[src/rtl/fetch_sequencer_pkg.sv]
// Shared types and constants for the instruction fetch sequencer.
package fetch_sequencer_pkg;

    localparam int unsigned INSTR_BYTES = 4;

    typedef enum logic [2:0] {
        StIdle,
        StReq,
        StWait,
        StHold,
        StSquash,
        StHalt
    } fetch_state_t;

endpackage

[src/rtl/fetch_sequencer.sv]
// Instruction fetch sequencer: one outstanding imem request, redirect/squash handling.
// Optional misaligned-redirect trap enabled by defining FETCH_ALIGN_CHECK_EN.
module fetch_sequencer
    import fetch_sequencer_pkg::*;
#(
    parameter logic [31:0] RESET_PC = 32'h0000_0000
) (
    input  logic        clk,
    input  logic        rst_n,
    input  logic        redirect_valid,
    input  logic [31:0] redirect_pc,
    input  logic        stall,
    output logic        imem_req,
    output logic [31:0] imem_addr,
    input  logic        imem_gnt,
    input  logic        imem_rvalid,
    input  logic [31:0] imem_rdata,
    output logic        instr_valid,
    output logic [31:0] instr_out,
    output logic [31:0] instr_pc,
    output logic        flush,
    output logic        misalign_err
);

    fetch_state_t state_q, state_d;
    logic [31:0]  pc_q, pc_d;
    logic         instr_valid_q, instr_valid_d;
    logic [31:0]  instr_out_q, instr_out_d;
    logic [31:0]  instr_pc_q, instr_pc_d;
    logic         misalign_q, misalign_d;

    logic [31:0]  target_pc;
    logic         target_bad;

`ifdef FETCH_ALIGN_CHECK_EN
    assign target_pc  = redirect_pc;
    assign target_bad = |redirect_pc[1:0];
`else
    assign target_pc  = {redirect_pc[31:2], 2'b00};
    assign target_bad = 1'b0;
`endif

    always_ff @(posedge clk) begin
        if (!rst_n) begin
            state_q       <= StIdle;
            pc_q          <= RESET_PC;
            instr_valid_q <= 1'b0;
            instr_out_q   <= 32'h0;
            instr_pc_q    <= 32'h0;
            misalign_q    <= 1'b0;
        end else begin
            state_q       <= state_d;
            pc_q          <= pc_d;
            instr_valid_q <= instr_valid_d;
            instr_out_q   <= instr_out_d;
            instr_pc_q    <= instr_pc_d;
            misalign_q    <= misalign_d;
        end
    end

    always_comb begin
        state_d       = state_q;
        pc_d          = pc_q;
        instr_valid_d = instr_valid_q;
        instr_out_d   = instr_out_q;
        instr_pc_d    = instr_pc_q;
        misalign_d    = misalign_q;

        if (state_q != StHalt && redirect_valid) begin
            pc_d          = target_pc;
            instr_valid_d = 1'b0;
            if (target_bad) begin
                misalign_d = 1'b1;
                state_d    = StHalt;
            end else begin
                // A request still in flight must have its response drained in SQUASH.
                unique case (state_q)
                    StReq:    state_d = imem_gnt ? StSquash : StReq;
                    StWait:   state_d = imem_rvalid ? StReq : StSquash;
                    StSquash: state_d = imem_rvalid ? StReq : StSquash;
                    default:  state_d = StReq;
                endcase
            end
        end else begin
            unique case (state_q)
                StIdle: state_d = StReq;
                StReq: begin
                    if (imem_gnt) state_d = StWait;
                end
                StWait: begin
                    if (imem_rvalid) begin
                        instr_out_d   = imem_rdata;
                        instr_pc_d    = pc_q;
                        instr_valid_d = 1'b1;
                        pc_d          = pc_q + 32'(INSTR_BYTES);
                        state_d       = StHold;
                    end
                end
                StHold: begin
                    if (instr_valid_q && !stall) begin
                        instr_valid_d = 1'b0;
                        state_d       = StReq;
                    end
                end
                StSquash: begin
                    if (imem_rvalid) state_d = StReq;
                end
                StHalt: begin
                    instr_valid_d = 1'b0;
                end
                default: state_d = StIdle;
            endcase
        end
    end

    always_comb begin
        imem_req     = (state_q == StReq);
        imem_addr    = pc_q;
        instr_valid  = instr_valid_q;
        instr_out    = instr_out_q;
        instr_pc     = instr_pc_q;
        flush        = redirect_valid;
        misalign_err = misalign_q;
    end

endmodule
[config.mk]
export PLATFORM = sky130hd
export DESIGN_NAME = fetch_sequencer
export DESIGN_NICKNAME = d
export VERILOG_FILES = /design/src/rtl/fetch_sequencer_pkg.sv /design/src/rtl/fetch_sequencer.sv
export SDC_FILE = /design/constraint.sdc
export NUM_CORES = 1
export LEC_CHECK = 0
export CAP_MARGIN = 20
export CELL_PAD_IN_SITES_DETAIL_PLACEMENT = 2
export CELL_PAD_IN_SITES_GLOBAL_PLACEMENT = 2
export CORE_UTILIZATION = 24
export DETAILED_ROUTE_END_ITERATION = 7
export GPL_TIMING_DRIVEN = 0
export MAX_ROUTING_LAYER = met4
export PLACE_DENSITY_LB_ADDON = 0.1
export SETUP_SLACK_MARGIN = 0.15
export SYNTH_ARGS = -nofsm -noshare
export SYNTH_HDL_FRONTEND = slang
export SYNTH_SLANG_ARGS = --single-unit
[constraint.sdc]
create_clock -name clk -period 2.3 [get_ports clk]
set_input_delay 0.46 -clock clk [delete_from_list [all_inputs] [get_ports clk]]
set_output_delay 0.46 -clock clk [all_outputs]
set_load 0.02 [all_outputs]
run_1/density.png
(3 px per um) 14 x 14 tiles, from black (low) to pale yellow (high), 0 to 100% covered.
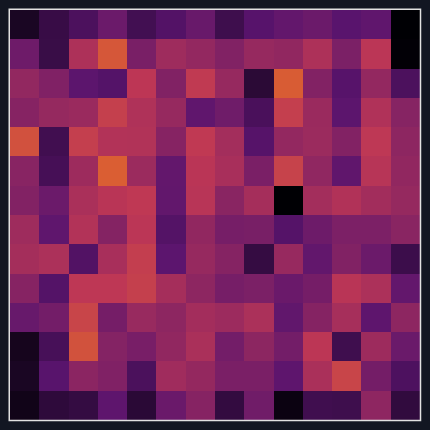
The densest ninth of the die: middle left. The mean over all tiles is 34%. 1.5% of the tiles are nearly empty. The fullest tile reaches 62%.

run_1/registers.png
(3 px per um) Other sequential cells in the stronger grey, the rest of the logic in the fainter grey.
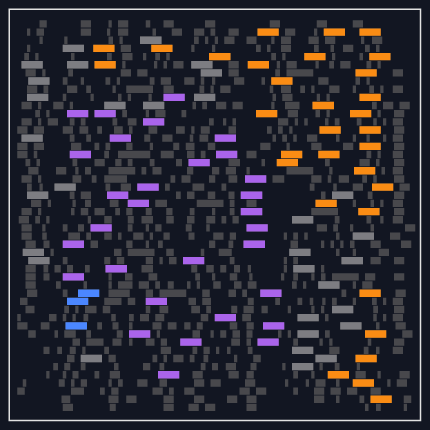
Key: state_q = blue [sequential cells 3]; imem_addr = purple [sequential cells 30]; instr_out = orange [sequential cells 32]

run_1/pdn.png
(3 px per um) Pins as bars on the die edge.
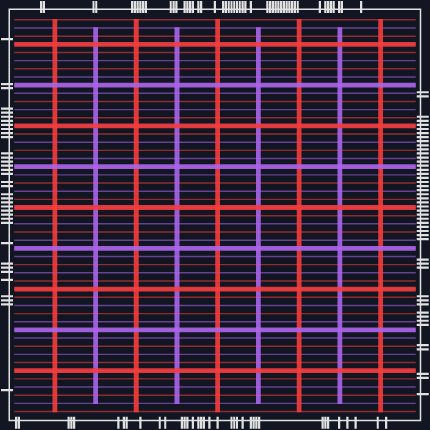
Key: VDD = purple; VSS = red
9 straps on met4. The core has 48 rows. 9 straps on met5. 49 met1 rails follow the rows.

==> results.txt, run 1 <==
The run has ended; figures from its reports follow.

Per report_power, the Clock row totals 0.00156 W. Buffers inserted during clock tree synthesis total 9. Once detail routing completed, the nets flagged for antenna violations numbered 0. After floorplanning, the die was sized to cover 0.0186 mm^2. The fraction of layout cells with a size suffix above 1 came out at 0.0824. The maximum VDD drop is 0.000379 V. The hold path endpoint is instr_out[22]. Wires add up to 18.1 mm. The sequential cell area in the final layout came out at 0.00192 mm^2. Global routing finished with a remaining overflow of 0.

Per the synth stats, the proportion of register bits with asynchronous set or reset is 0. The run finished with clean final reports. The combined area of all synthesized cells came out at 0.00435 mm^2. After synthesis the netlist holds a flip-flop and latch count of 96. For reference, the final report shows the max-slew violation count at 0. The number of placement rows came out at 48.

The fill cell total of the finished layout came out at 1964. The flow reports power dissipated in combinational cells as 0.000544 W. The origin of the critical flop-to-flop path is imem_addr[22].

Of the total standard cell area in the layout, the sequential portion is 0.288. The instance area at placement came out at 0.00626 mm^2. The number of well taps came out at 225.

The leakage power summed over all cells came out at 2.20 nW. The portion of the clock cycle consumed by the worst path in the final layout is 0.895. The OpenROAD report gives the critical path a required time of 1.84 ns.

The register-to-register setup slack came out at 0.27 ns. The cell depth of the worst min-delay path is 2. The die width is 137 um. Ranking logic cells in the layout by count gives the top entries sky130_fd_sc_hd__clkdlybuf4s50_1, sky130_fd_sc_hd__nand2_1, sky130_fd_sc_hd__dfxtp_1. The largest net degree at the start of global routing came out at 16. The initial antenna violation count came to 0. The power dissipated in sequential cells is 0.00180 W. The analysis attributes to net switching a power of 0.00105 W. The clock network power share is 0.400. The buffer_ports step reported a buffer count of 162. TritonCTS built the clock tree. The warning count from the yosys run came out at 0. The share of the core filled by cells before placement is 0.249. The total cells reported by yosys after synthesis came out at 550. The number of detailed-routing iterations run before antenna repair is 4. The number of inserted diodes came out at 0.

The number of logic gates is 405. The clock drives 96 sinks. The chip height came out at 137 um. The chip area estimate from yosys synthesis is 0.00435 mm^2. The synthesized area divided by synthesized cell count came out at 7.90 um^2. Setup repair after global routing left no endpoint under its margin. The largest cell class by area is multi-input combinational cells.

The number of clock buffers in the layout came out at 11. The critical path is of the input pin to output pin type. The cell count after placement is 941. The most critical min-delay path falls under flip-flop to flip-flop.

The fraction of area in multi-input gates came out at 0.326. The proportion of power drawn by flip-flops and latches came out at 0.461. After synthesis, the cell types taking the most area are sky130_fd_sc_hd__dfxtp_1, sky130_fd_sc_hd__nand2_1, sky130_fd_sc_hd__a21oi_1. The number of violations reported at the end of detailed-routing iteration 0 is 208. The most used routing layer in global routing is met2.

The element type at the critical path end is an output pin. The H-tree level count is 3. The clock latency at the later pin of the worst-skew pair is 0.35 ns. The count of maximum capacitance violations is 0.
==> run 1: critical path: stages <==
cell                              delay, ns
sky130_fd_sc_hd__dlygate4sd2_1         0.38
sky130_fd_sc_hd__buf_4                 0.17
sky130_fd_sc_hd__clkdlybuf4s50_1       0.59
==> run 1: logic make-up after synthesis <==
| group | synth area share |
|---|---|
| AOI/OAI and AO/OA | 0.194 |
| adders and majority gates | 0.00288 |
| other | 0.000863 |
| buffers and inverters | 0.0648 |
| xor gates and xnor gates | 0.0202 |
| and+or+nand+nor | 0.275 |
| DFF | 0.442 |
==> run 1: sequential cells by signal, summed over array words and instances, names as in the netlist <==
signal       cells
imem_addr       30
instr_out       32
instr_pc        30
instr_valid      1
state_q          3
==> run 1: through the flow <==
stage,setup slack (ns),TNS [ns]
6_report,0.242,0
3_5_place_dp,-0.763,-46.10
4_1_cts,0.120,0
5_1_grt,0.160,0
3_3_place_gp,-0.695,-42.47
2_1_floorplan,0.424,0
==> run 1: routing by layer <==
layer / share of wire / vias to the layer above
met2: 0.50 / 120
met5: 0 / -
met4: 0.020 / 0
met1: 0.44 / 2391
li1: - / 2308
met3: 0.046 / 20
==> run 1: worst max path at each step <==
stage                   startpoint  cells after the start       endpoint  slack, ns
global placement       imem_rvalid                      6    instr_pc[7]      -0.69
global route            state_q[0]                      7   instr_pc[27]       0.16
floorplan             imem_addr[2]                      5  imem_addr[26]       0.42
finish              redirect_valid                      3          flush       0.24
detailed placement     imem_rvalid                      6   instr_pc[27]      -0.76
CTS                     state_q[0]                      7   imem_addr[6]       0.12
==> run 1: repair_timing <==
action,CTS,global route
setup endpoints to repair,67,47
hold endpoints to repair,0,0
resized,7,8
pin swaps,1,5
hold buffers,0,0
buffers inserted,3,6
run_1/met2.png
(3 px per um)
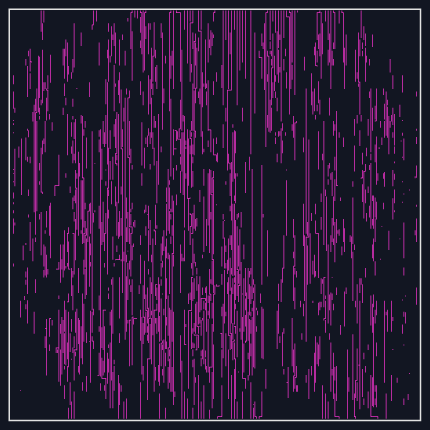

--- run 2 (diff from run 1) ---
--- a/config.mk
+++ b/config.mk
@@ -10,9 +10,9 @@
 export CELL_PAD_IN_SITES_GLOBAL_PLACEMENT = 2
 export CORE_UTILIZATION = 24
 export DETAILED_ROUTE_END_ITERATION = 7
-export GPL_TIMING_DRIVEN = 0
 export MAX_ROUTING_LAYER = met4
 export PLACE_DENSITY_LB_ADDON = 0.1
+export RECOVER_POWER = 25
 export SETUP_SLACK_MARGIN = 0.15
 export SYNTH_ARGS = -nofsm -noshare
 export SYNTH_HDL_FRONTEND = slang
run_2/met2.png
(3 px per um)
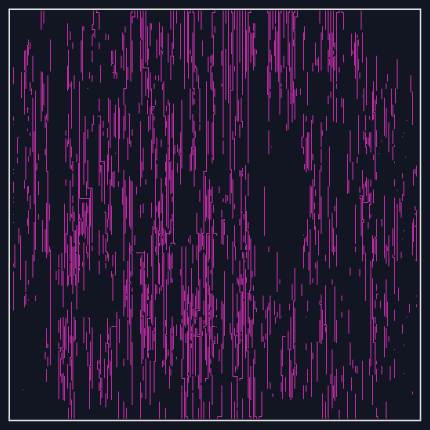
The longest straight run is 53.0 um. The layer holds 49% of the routed length. The wires run mostly vertical. The layer carries 8360 um of wire.

run_2/density.png
(3 px per um) 14 x 14 tiles, from black (low) to pale yellow (high), 0 to 100% covered.
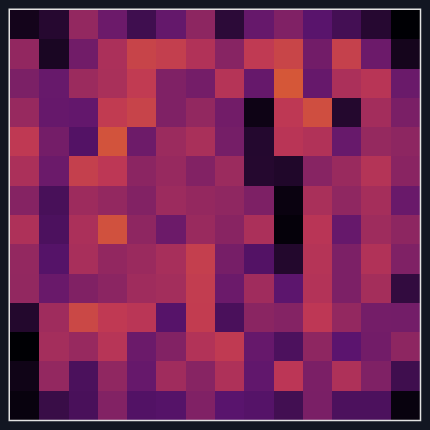
The densest ninth of the die: middle left. The fullest tile reaches 60%. 1.5% of the tiles are nearly empty. The mean over all tiles is 34%.

==> run 2 against run 1 <==
  * Critical path depth down 1
  * Combinational power up 1%
  * Register-to-register slack better by 0.05 ns
  * Largest power group unchanged
  * Non-clock buffer count down 18
  * Global-route usage down 0.91 points
  * Count of clock-buffer cells in the layout up 1
==> results.txt, run 2 <==
The run has ended; figures from its reports follow.

Result of the run: completed (unchanged). The total cells reported by yosys after synthesis is 550 (unchanged). The data required time of the critical path came out at 1.84 ns (about the same). The share of the core filled by cells before placement is 0.249 (unchanged). The clock latency at the later pin of the worst-skew pair is 0.35 ns (about the same). The sum of negative setup slack came out at 0 ns (unchanged).

The share of synthesized cell area in and-or and or-and compound cells is 0.194 (unchanged). The number of inserted diodes is 0 (unchanged). The count of pins over their slew limit is 0 (unchanged).

The portion of the clock cycle consumed by the worst path in the final layout came to 0.930 (was 0.895). The origin of the critical flop-to-flop path is imem_addr[19] (was imem_addr[22]). The async set-reset flop share out of synthesis is 0 (unchanged). The adder-cell area share of the yosys netlist is 0.00288 (unchanged). The die width came to 137 um (unchanged).

The kind of cell adding the most delay to the critical path is buffers and inverters (unchanged). The power dissipated in sequential cells was 0.00179 W (was 0.00180 W). The worst setup path endpoint is flush (unchanged). The number of clock sinks is 96 (unchanged).

The dominant kind of combinational cell is simple AND/OR/NAND/NOR gates (unchanged). The count of maximum capacitance violations is 0 (unchanged). The power dissipated in the clock network came out at 0.00156 W (about the same). The sequential cell area in the final layout is 0.00193 mm^2 (was 0.00192 mm^2).

The power attributed to combinational cells is 0.000550 W (was 0.000544 W). The overall chip area came out at 0.0186 mm^2 (unchanged). The number of detailed-routing iterations run before antenna repair is 4 (unchanged). The combined buffer and inverter count along the critical path was 2 (was 3). The element type at the critical path end is an output pin (unchanged).

The synthesis-stage register bit count is 96 (unchanged). The chip area estimate from yosys synthesis was 0.00435 mm^2 (unchanged). The share of cell area taken by muxes after synthesis came out at 0 (unchanged). The synthesized-area fraction occupied by and/or/nand/nor cells is 0.275 (unchanged). The leakage power summed over all cells is 2.31 nW (was 2.20 nW). The path length in cells of the critical path came out at 2 (was 3). The switching power came out at 0.00103 W (was 0.00105 W). The clock network power share was 0.400 (about the same). The H-tree level count came out at 3 (unchanged).

The startpoint-to-endpoint class of the critical path was input pin to output pin (unchanged). The TritonCTS clock tree is done (unchanged). The clock buffer count from CTS came out at 9 (unchanged). The initial antenna violation count is 0 (unchanged). Top cells by area in the synthesized netlist: sky130_fd_sc_hd__dfxtp_1, sky130_fd_sc_hd__nand2_1, sky130_fd_sc_hd__a21oi_1 (unchanged). The largest incremental delay on the critical path is 0.62 ns (was 0.59 ns). The register-to-register setup slack came out at 0.32 ns (was 0.27 ns). The fraction of synthesized cell area in xor and xnor cells came out at 0.0202 (unchanged).

The largest net degree at the start of global routing was 45 (was 16). The path category of the worst min-delay check is flip-flop to flip-flop (unchanged). The cell with the biggest individual delay on the critical path is sky130_fd_sc_hd__clkdlybuf4s50_1 (unchanged).

The final worst slack is 0.161 ns (was 0.242 ns). The count of input and output buffers came out at 162 (unchanged). The number of placement rows came to 48 (unchanged).
[run 2: netlist changes by cell type in the layout (fill, tap and decap cells not counted), moves of 5 or more]
cell and delta:
sky130_fd_sc_hd__dlygate4sd3_1 +38, sky130_fd_sc_hd__clkdlybuf4s50_1 -36, sky130_fd_sc_hd__clkbuf_1 -16, sky130_fd_sc_hd__buf_4 +14, sky130_fd_sc_hd__buf_2 -9, sky130_fd_sc_hd__buf_6 -5
[run 2: worst min-delay path by stage]
stage,from,end,slack [ns],cells after the start
3_3_place_gp,instr_out[12],instr_out[12],0.44,2
2_1_floorplan,instr_out[0],instr_out[0],0.53,2
6_report,instr_out[15],instr_out[15],0.45,2
5_1_grt,instr_out[25],instr_out[25],0.48,2
4_1_cts,instr_out[16],instr_out[16],0.46,2
3_5_place_dp,instr_out[16],instr_out[16],0.45,2
[run 2: cell type report]
class | instances | area share
multi-input combinational | 405 | 0.326
timing repair buffer | 198 | 0.293
sequential | 96 | 0.290
tap | 225 | 0.0423
clock buffer | 12 | 0.0370
clock inverter | 4 | 0.00808
inverter | 8 | 0.00451
[run 2: logic make-up (layout without fill, tap and decap cells)]
kind of cell               after synthesis  after routing
adders and majority gates                1              1
buffers and inverters                   53            222
and+or+nand+nor                        244            244
xor gates and xnor gates                10             10
DFF                                     96             96
AOI/OAI and AO/OA                      145            145
other                                    1              5
[run 2: timing repair]
action | 4_1_cts | 5_1_grt
endpoints found under the setup margin | 1 | 2
gates resized | 3 | 3
endpoints found under the hold margin | 0 | 0
buffers inserted | 0 | 0
[run 2: routing by layer]
layer  routed length (um)  vias up
met2                 8360      123
met3                  871       19
met4                  267        0
met5                    0        -
met1                 7440     2275
li1                     -     2279
run_2/registers.png
(3 px per um) Other sequential cells in the stronger grey, the rest of the logic in the fainter grey.
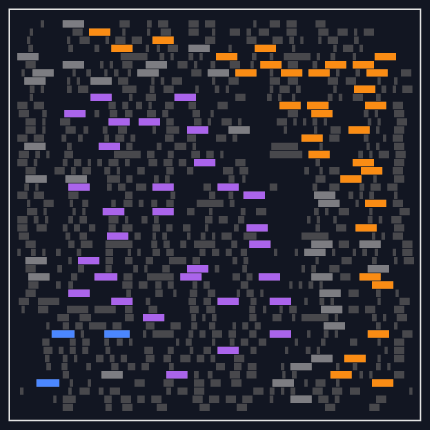

--- run 3 (diff from run 2) ---
--- a/config.mk
+++ b/config.mk
@@ -9,6 +9,7 @@
 export CELL_PAD_IN_SITES_DETAIL_PLACEMENT = 2
 export CELL_PAD_IN_SITES_GLOBAL_PLACEMENT = 2
 export CORE_UTILIZATION = 24
+export CTS_BUF_LIST = sky130_fd_sc_hd__clkbuf_16
 export DETAILED_ROUTE_END_ITERATION = 7
 export MAX_ROUTING_LAYER = met4
 export PLACE_DENSITY_LB_ADDON = 0.1
run_3/registers.png
(3 px per um) Other sequential cells in the stronger grey, the rest of the logic in the fainter grey.
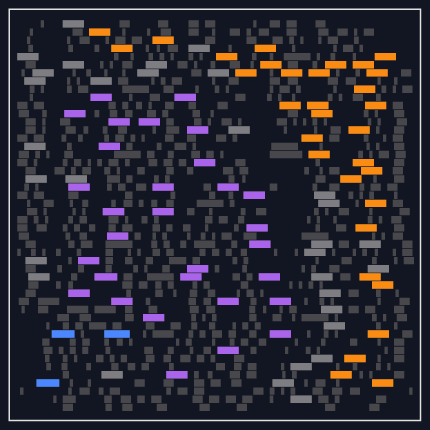
Key: state_q = blue [sequential cells 3]; instr_out = orange [sequential cells 32]; imem_addr = purple [sequential cells 30]
Another 31 sequential cells are not coloured.

==> run 3 against run 2 <==
  * Sequential cell count did not move
  * Clock skew fell by 0.0025 ns
  * Register-to-register slack barely moved
  * Routed wire length fell by 0.25%
==> results.txt, run 3 <==
The run has ended; figures from its reports follow.

The placeable core area is 0.0175 mm^2 (unchanged). Result of the run: completed (unchanged). The hold-fix buffer count after cts came out at 0 (unchanged).

The worst setup path endpoint was flush (unchanged). The register-to-register setup slack is 0.31 ns (was 0.32 ns). The number of inserted diodes was 0 (unchanged). The proportion of power drawn by flip-flops and latches came out at 0.465 (was 0.459). The share of the core filled by cells before placement came out at 0.249 (unchanged). The switching power came out at 0.00103 W (about the same). The flop share of the area came to 0.290 (about the same). The leakage power summed over all cells was 2.31 nW (about the same).

Critical-path cell list: dlygate4sd3_1, clkdlybuf4s50_1 (unchanged). The non-clock buffer total of the final layout came out at 198 (unchanged). The critical path launch point is redirect_valid (unchanged).

The maximum VDD drop came to 0.000338 V (was 0.000341 V). The proportion of final cell area spent on non-clock buffers is 0.293 (about the same). The cell depth of the worst min-delay path is 2 (unchanged). The number of logic gates came to 405 (unchanged). The number of nets with antenna violations after detailed routing came out at 0 (unchanged). The chip height is 137 um (unchanged). The normalized max-slew margin is 0.574 (about the same). The number of buffers inserted by post-CTS setup repair is 0 (unchanged). The warning count from the yosys run is 0 (unchanged). The sequential share of the synthesized area came out at 0.442 (unchanged). Dominant logic cell types in the final layout: sky130_fd_sc_hd__nand2_1, sky130_fd_sc_hd__clkdlybuf4s50_1, sky130_fd_sc_hd__dfxtp_1 (unchanged).

The overall chip area came out at 0.0186 mm^2 (unchanged). The synthesis-stage register bit count came out at 96 (unchanged). The combined buffer and inverter count along the critical path came to 2 (unchanged). The inverter tally of the final layout excluding the clock network came out at 8 (unchanged).

The portion of the clock cycle consumed by the worst path in the final layout is 0.930 (about the same). The number of flip-flops in the largest register came out at 32 (unchanged). The number of well taps is 225 (unchanged). The kind of cell adding the most delay to the critical path is buffers and inverters (unchanged). The path length in cells of the critical path came out at 2 (unchanged). The fill cell total of the finished layout is 1993 (was 1992).

The number of sequential cells in the layout came out at 96 (unchanged). The largest incremental delay on the critical path was 0.62 ns (about the same). The element type at the critical path end is an output pin (unchanged). The combined area of all synthesized cells came out at 0.00435 mm^2 (unchanged). The biggest cell category by area in the final layout is multi-input combinational cells (unchanged).

The cell with the biggest individual delay on the critical path is sky130_fd_sc_hd__clkdlybuf4s50_1 (unchanged). The startpoint-to-endpoint class of the critical path is input pin to output pin (unchanged). The count of pins over their slew limit came out at 0 (unchanged). The count of input and output buffers came to 162 (unchanged). The fraction of layout cells with a size suffix above 1 is 0.0871 (was 0.0885). The number of violations reported at the end of detailed-routing iteration 0 is 154 (was 155). The number of placement rows is 48 (unchanged).

RSZ-0062 raised after global routing: no (unchanged). The die width is 137 um (unchanged). Top cells by area in the synthesized netlist: sky130_fd_sc_hd__dfxtp_1, sky130_fd_sc_hd__nand2_1, sky130_fd_sc_hd__a21oi_1 (unchanged). The synthesized area divided by synthesized cell count is 7.90 um^2 (unchanged). The chip area estimate from yosys synthesis is 0.00435 mm^2 (unchanged). The sequential cell area in the final layout came to 0.00193 mm^2 (unchanged). The internal power of the cells was 0.00283 W (was 0.00287 W). The pre-CTS setup slack is -0.0578 ns (unchanged). The fraction of area in multi-input gates came to 0.326 (about the same). The routed wire length was 16.9 mm (about the same). The H-tree level count came out at 3 (unchanged). The number of clock buffers in the layout is 9 (was 12).

The initial antenna violation count came out at 0 (unchanged). The final worst slack came to 0.161 ns (about the same). The TritonCTS clock tree is done (unchanged). The combinational share of power is 0.143 (was 0.141). The largest net degree at the start of global routing is 45 (unchanged). The async set-reset flop share out of synthesis came out at 0 (unchanged). The remaining global-route overflow is 0 (unchanged). The origin of the critical flop-to-flop path is imem_addr[19] (unchanged).

The total cells reported by yosys after synthesis is 550 (unchanged). The clock buffer count from CTS is 9 (unchanged).
run_3/density.png
(3 px per um) 14 x 14 tiles, from black (low) to pale yellow (high), 0 to 100% covered.
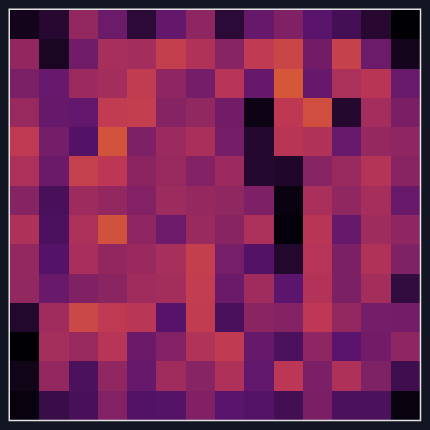
1.5% of the tiles are nearly empty. The densest ninth of the die: middle left. The mean over all tiles is 34%. The fullest tile reaches 60%.

[run 3: worst min path at each step]
| stage | slack (ns) | to |
|---|---|---|
| global placement | 0.44 | instr_out[12] |
| finish | 0.45 | instr_out[15] |
| global route | 0.48 | instr_out[25] |
| floorplan | 0.53 | instr_out[0] |
| detailed placement | 0.45 | instr_out[16] |
| CTS | 0.46 | instr_out[16] |
[run 3: power by group through the flow]
stage / combinational, W / clock [W] / sequential (W)
after floorplan: 0.000197 / 0 / 0.00186
after global placement: 0.000554 / 0 / 0.00183
after detailed placement: 0.000562 / 0 / 0.00183
after CTS: 0.000566 / 0.00158 / 0.00179
after global routing: 0.000595 / 0.00164 / 0.00180
final: 0.000551 / 0.00151 / 0.00179
[run 3: cells by family (layout without fill, tap and decap cells)]
group,after synthesis,in the layout,share of synthesized area
xor gates and xnor gates,10,10,0.0202
adders and majority gates,1,1,0.00288
and+or+nand+nor,244,244,0.275
AOI/OAI and AO/OA,145,145,0.194
DFF,96,96,0.442
buffers and inverters,53,222,0.0648
other,1,5,0.000863
[run 3: through the flow]
stage                     TNS [ns]  cells  total power (W)
after global routing             0    948          0.00404
after CTS                        0    948          0.00394
after floorplan                  0    554          0.00206
final                            0    948          0.00385
after detailed placement    -0.628    932          0.00239
after global placement           0    932          0.00238
[run 3: tightest hold or removal path: cells and delay by family (launching register included)]
kind	cells	cell delay, ns
AND/OR/NAND/NOR	1	0.05
AND-OR/OR-AND	1	0.05
flip-flops	1	0.31
[run 3: repair_timing]
item | in CTS | in global routing
resized | 3 | 3
endpoints found under the setup margin | 1 | 2
gates cloned | 0 | 0
[run 3: per-layer routing]
metal,share of wire,track usage,up-vias
li1,-,-,2277
met1,0.44,0.231,2253
met2,0.49,0.319,124
met3,0.053,0.0378,18
met4,0.016,0.0642,0
met5,0,-,-
Power and IR drop assume default switching activity.
